$ cat config.mk
export PLATFORM = sky130hd
export DESIGN_NAME = led_time_tracker_flat
export DESIGN_NICKNAME = d
export VERILOG_FILES = /design/src/rtl/led_time_tracker_if.sv /design/src/rtl/led_time_tracker.sv /design/src/flat_wrapper.sv
export SDC_FILE = /design/constraint.sdc
export NUM_CORES = 1
export LEC_CHECK = 0
export CAP_MARGIN = 20
export CORE_AREA = 10 10 50 81
export DETAILED_ROUTE_END_ITERATION = 16
export DIE_AREA = 0 0 60 91
export PLACE_DENSITY = 0.7
export SYNTH_ARGS = -nofsm -noshare
export SYNTH_HDL_FRONTEND = slang
export SYNTH_SLANG_ARGS = --single-unit
$ cat constraint.sdc
create_clock -name clk -period 2.02 [get_ports clk]
set_clock_uncertainty 0.2 [all_clocks]
set_input_delay 0.202 -clock clk [delete_from_list [all_inputs] [get_ports clk]]
set_output_delay 0.202 -clock clk [all_outputs]
set_load 0.02 [all_outputs]
$ cat src/rtl/led_time_tracker_if.sv
// Control/status bundle between the game FSM and led_time_tracker.
// master: game FSM side (drives the control pulses).
// slave:  tracker side (drives time digits, LED bar and status).
// Handshake: tick/start/pause/clear are single-cycle strobes sampled on
// posedge clk with no ready/backpressure; every output is registered and
// valid on every cycle.
interface led_time_tracker_if;
  logic       tick;
  logic       start;
  logic       pause;
  logic       clear;
  logic       timer_en;
  logic [3:0] tenths;
  logic [3:0] sec_ones;
  logic [3:0] sec_tens;
  logic [9:0] led;
  logic       sec_pulse;
  logic       running;
  logic       expired;
  logic [1:0] state_dbg;

  modport master (
    output tick, start, pause, clear,
    input  timer_en, tenths, sec_ones, sec_tens, led, sec_pulse,
           running, expired, state_dbg
  );

  modport slave (
    input  tick, start, pause, clear,
    output timer_en, tenths, sec_ones, sec_tens, led, sec_pulse,
           running, expired, state_dbg
  );
endinterface

$ cat src/rtl/led_time_tracker.sv
// led_time_tracker: BCD game-time accumulator driven by the 100 ms tick.
// Counts seconds/tenths while running, flags expiry at LIMIT_SEC.0 and
// drives a tenths thermometer on the LED bar.
// Optional macro LED_BLINK_EN: blink the LED bar in DONE every BLINK_TICKS
// ticks and keep the upstream timer enabled in DONE to supply those ticks.
module led_time_tracker #(
  parameter int LIMIT_SEC   = 60,
  parameter int BLINK_TICKS = 5
) (
  input  logic clk,
  input  logic rst,
  led_time_tracker_if.slave bus
);

  typedef enum logic [1:0] {
    S_IDLE  = 2'd0,
    S_RUN   = 2'd1,
    S_PAUSE = 2'd2,
    S_DONE  = 2'd3
  } state_t;

  localparam logic [3:0] LIM_TENS = 4'(LIMIT_SEC / 10);
  localparam logic [3:0] LIM_ONES = 4'(LIMIT_SEC % 10);

  // Out-of-range parameters would break the expiry compare / blink counter.
  if (LIMIT_SEC < 1 || LIMIT_SEC > 99) begin : g_bad_limit
    $error("led_time_tracker: LIMIT_SEC out of range 1..99");
  end
  if (BLINK_TICKS < 1 || BLINK_TICKS > 15) begin : g_bad_blink
    $error("led_time_tracker: BLINK_TICKS out of range 1..15");
  end

  state_t     state, state_n;
  logic [3:0] tenths_q, tenths_n;
  logic [3:0] ones_q, ones_n;
  logic [3:0] tens_q, tens_n;
  logic       sec_pulse_q, sec_pulse_n;
  logic [3:0] inc_tenths, inc_ones, inc_tens;
  logic       inc_wrap, inc_limit;
  logic [9:0] led_therm;
  logic [9:0] led_done;

`ifdef LED_BLINK_EN
  logic [3:0] blink_q, blink_n;
  logic       phase_q, phase_n;
`endif

  // BCD +0.1 s candidate value and whether it lands exactly on the limit.
  always_comb begin
    inc_wrap   = (tenths_q == 4'd9);
    inc_tenths = inc_wrap ? 4'd0 : tenths_q + 4'd1;
    inc_ones   = ones_q;
    inc_tens   = tens_q;
    if (inc_wrap) begin
      if (ones_q == 4'd9) begin
        inc_ones = 4'd0;
        inc_tens = (tens_q == 4'd9) ? 4'd9 : tens_q + 4'd1;
      end else begin
        inc_ones = ones_q + 4'd1;
      end
    end
    inc_limit = (inc_tenths == 4'd0) && (inc_ones == LIM_ONES) &&
                (inc_tens == LIM_TENS);
  end

  // Next-state, counter and blink decisions; clear overrides everything.
  always_comb begin
    state_n     = state;
    tenths_n    = tenths_q;
    ones_n      = ones_q;
    tens_n      = tens_q;
    sec_pulse_n = 1'b0;
`ifdef LED_BLINK_EN
    blink_n     = blink_q;
    phase_n     = phase_q;
`endif
    if (bus.clear) begin
      state_n  = S_IDLE;
      tenths_n = 4'd0;
      ones_n   = 4'd0;
      tens_n   = 4'd0;
`ifdef LED_BLINK_EN
      blink_n  = 4'd0;
      phase_n  = 1'b0;
`endif
    end else begin
      case (state)
        S_IDLE: begin
          if (bus.start) state_n = S_RUN;
        end
        S_RUN: begin
          if (bus.tick) begin
            tenths_n    = inc_tenths;
            ones_n      = inc_ones;
            tens_n      = inc_tens;
            sec_pulse_n = inc_wrap;
          end
          // Reaching the limit wins over a same-cycle pause.
          if (bus.tick && inc_limit) begin
            state_n = S_DONE;
`ifdef LED_BLINK_EN
            blink_n = 4'd0;
            phase_n = 1'b0;
`endif
          end else if (bus.pause) begin
            state_n = S_PAUSE;
          end
        end
        S_PAUSE: begin
          if (bus.start || bus.pause) state_n = S_RUN;
        end
        S_DONE: begin
`ifdef LED_BLINK_EN
          if (bus.tick) begin
            if (blink_q == 4'(BLINK_TICKS - 1)) begin
              blink_n = 4'd0;
              phase_n = ~phase_q;
            end else begin
              blink_n = blink_q + 4'd1;
            end
          end
`endif
        end
        default: state_n = S_IDLE;
      endcase
    end
  end

  // State and counter registers with synchronous active-low reset.
  always_ff @(posedge clk) begin
    if (!rst) begin
      state       <= S_IDLE;
      tenths_q    <= 4'd0;
      ones_q      <= 4'd0;
      tens_q      <= 4'd0;
      sec_pulse_q <= 1'b0;
`ifdef LED_BLINK_EN
      blink_q     <= 4'd0;
      phase_q     <= 1'b0;
`endif
    end else begin
      state       <= state_n;
      tenths_q    <= tenths_n;
      ones_q      <= ones_n;
      tens_q      <= tens_n;
      sec_pulse_q <= sec_pulse_n;
`ifdef LED_BLINK_EN
      blink_q     <= blink_n;
      phase_q     <= phase_n;
`endif
    end
  end

  // Thermometer of the tenths digit: led[i] lit iff i < tenths.
  always_comb begin
    led_therm = '0;
    for (int i = 0; i < 10; i++) begin
      led_therm[i] = (4'(i) < tenths_q);
    end
  end

`ifdef LED_BLINK_EN
  assign led_done     = phase_q ? 10'h000 : 10'h3FF;
  assign bus.timer_en = (state == S_RUN) || (state == S_DONE);
`else
  assign led_done     = 10'h3FF;
  assign bus.timer_en = (state == S_RUN);
`endif

  assign bus.led       = (state == S_DONE) ? led_done : led_therm;
  assign bus.tenths    = tenths_q;
  assign bus.sec_ones  = ones_q;
  assign bus.sec_tens  = tens_q;
  assign bus.sec_pulse = sec_pulse_q;
  assign bus.running   = (state == S_RUN);
  assign bus.expired   = (state == S_DONE);
  assign bus.state_dbg = state;

endmodule

$ cat src/flat_wrapper.sv
// flat-port wrapper written by rule: the top's interface ports become plain ports
module led_time_tracker_flat 
#(
  parameter int LIMIT_SEC   = 60,
  parameter int BLINK_TICKS = 5
)
  (clk, rst, bus_tick, bus_start, bus_pause, bus_clear, bus_timer_en, bus_tenths, bus_sec_ones, bus_sec_tens, bus_led, bus_sec_pulse, bus_running, bus_expired, bus_state_dbg);
  led_time_tracker_if bus_i ();
  input  logic clk;
  input  logic rst;
  input wire logic [$bits(bus_i.tick)-1:0] bus_tick;
  input wire logic [$bits(bus_i.start)-1:0] bus_start;
  input wire logic [$bits(bus_i.pause)-1:0] bus_pause;
  input wire logic [$bits(bus_i.clear)-1:0] bus_clear;
  output wire logic [$bits(bus_i.timer_en)-1:0] bus_timer_en;
  output wire logic [$bits(bus_i.tenths)-1:0] bus_tenths;
  output wire logic [$bits(bus_i.sec_ones)-1:0] bus_sec_ones;
  output wire logic [$bits(bus_i.sec_tens)-1:0] bus_sec_tens;
  output wire logic [$bits(bus_i.led)-1:0] bus_led;
  output wire logic [$bits(bus_i.sec_pulse)-1:0] bus_sec_pulse;
  output wire logic [$bits(bus_i.running)-1:0] bus_running;
  output wire logic [$bits(bus_i.expired)-1:0] bus_expired;
  output wire logic [$bits(bus_i.state_dbg)-1:0] bus_state_dbg;
  assign bus_i.tick = bus_tick;
  assign bus_i.start = bus_start;
  assign bus_i.pause = bus_pause;
  assign bus_i.clear = bus_clear;
  assign bus_timer_en = bus_i.timer_en;
  assign bus_tenths = bus_i.tenths;
  assign bus_sec_ones = bus_i.sec_ones;
  assign bus_sec_tens = bus_i.sec_tens;
  assign bus_led = bus_i.led;
  assign bus_sec_pulse = bus_i.sec_pulse;
  assign bus_running = bus_i.running;
  assign bus_expired = bus_i.expired;
  assign bus_state_dbg = bus_i.state_dbg;
  led_time_tracker #(.LIMIT_SEC(LIMIT_SEC), .BLINK_TICKS(BLINK_TICKS)) u_core (.clk(clk), .rst(rst), .bus(bus_i));
endmodule
### Power grid

Scale: 4 px per um. Pins as bars on the die edge. Tap cells in grey.
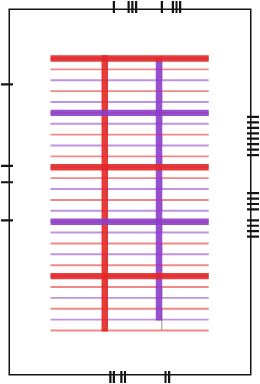
- VDD: purple
- VSS: red
- met1 rails: 26
- rows: 25
core area: 2690 um2
Peak supply drop: 300.8 uV
Die Width: 60 um
Die Ht: 91 um

==> results.json <==
{
  "status": "finished, final reports clean",
  "insertion_delay_ns": 0.25,
  "p_clk_mw": 0.247,
  "holdPathEnd": "u_core.bus.tenths[3]",
  "pin_count": 34,
  "slew_violations": 0,
  "critPathMaxStageDelay_ns": 0.43,
  "cts_tree": "yes",
  "adder_share_pct": 5.889,
  "power_mw": 0.5974,
  "worst-path-buf-inv": 1,
  "ys_cells": 140,
  "post-route-min-period_ns": 1.976,
  "grtUsageMet1_pct": 11.91,
  "powerComb_mw": 0.0518,
  "cts_max_level": 1,
  "end_kind": "flip-flop",
  "critPathKind": "flip-flop to flip-flop",
  "power.internal_mw": 0.4629,
  "netlist_instances": 140,
  "p_switching_mw": 0.1346,
  "hold_class": "flip-flop to flip-flop",
  "wl_met3_um": 233,
  "fin_cells": 217,
  "mi_logic_area_um2": 715.7,
  "crit_end": "u_core.bus.state_dbg[1]",
  "maxSlewHeadroom_pct": 58.52,
  "rr_endpoint": "u_core.bus.state_dbg[1]",
  "tap_cells": 27,
  "p_per_area_nw_per_um2": 372.5,
  "hpwlAfterDp_um": 2471,
  "synth-seq-area-share_pct": 28.27,
  "rsz0062_at_grt": "yes",
  "layout-drive-gt1-share_pct": 20.53,
  "initial_core_util_pct": 39.49,
  "antenna_left": 0
}
### Placement by cell class

Scale: 4 px per um. Fill, decap, tap and diode cells in grey.
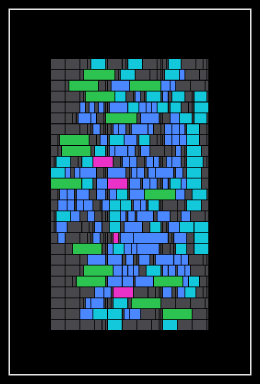
- flip-flops: green (cells 15; share of their area 20%)
- all other logic: blue (cells 118; share of their area 47%)
- clock drivers and dummy loads: magenta (cells 4; share of their area 2.9%)
- other buffers and delay cells: cyan (cells 53; share of their area 30%)
Core Rows: 25
final instance area: 1604 um2
post-layout util: 59.63%
Seq/total area: 19.11%

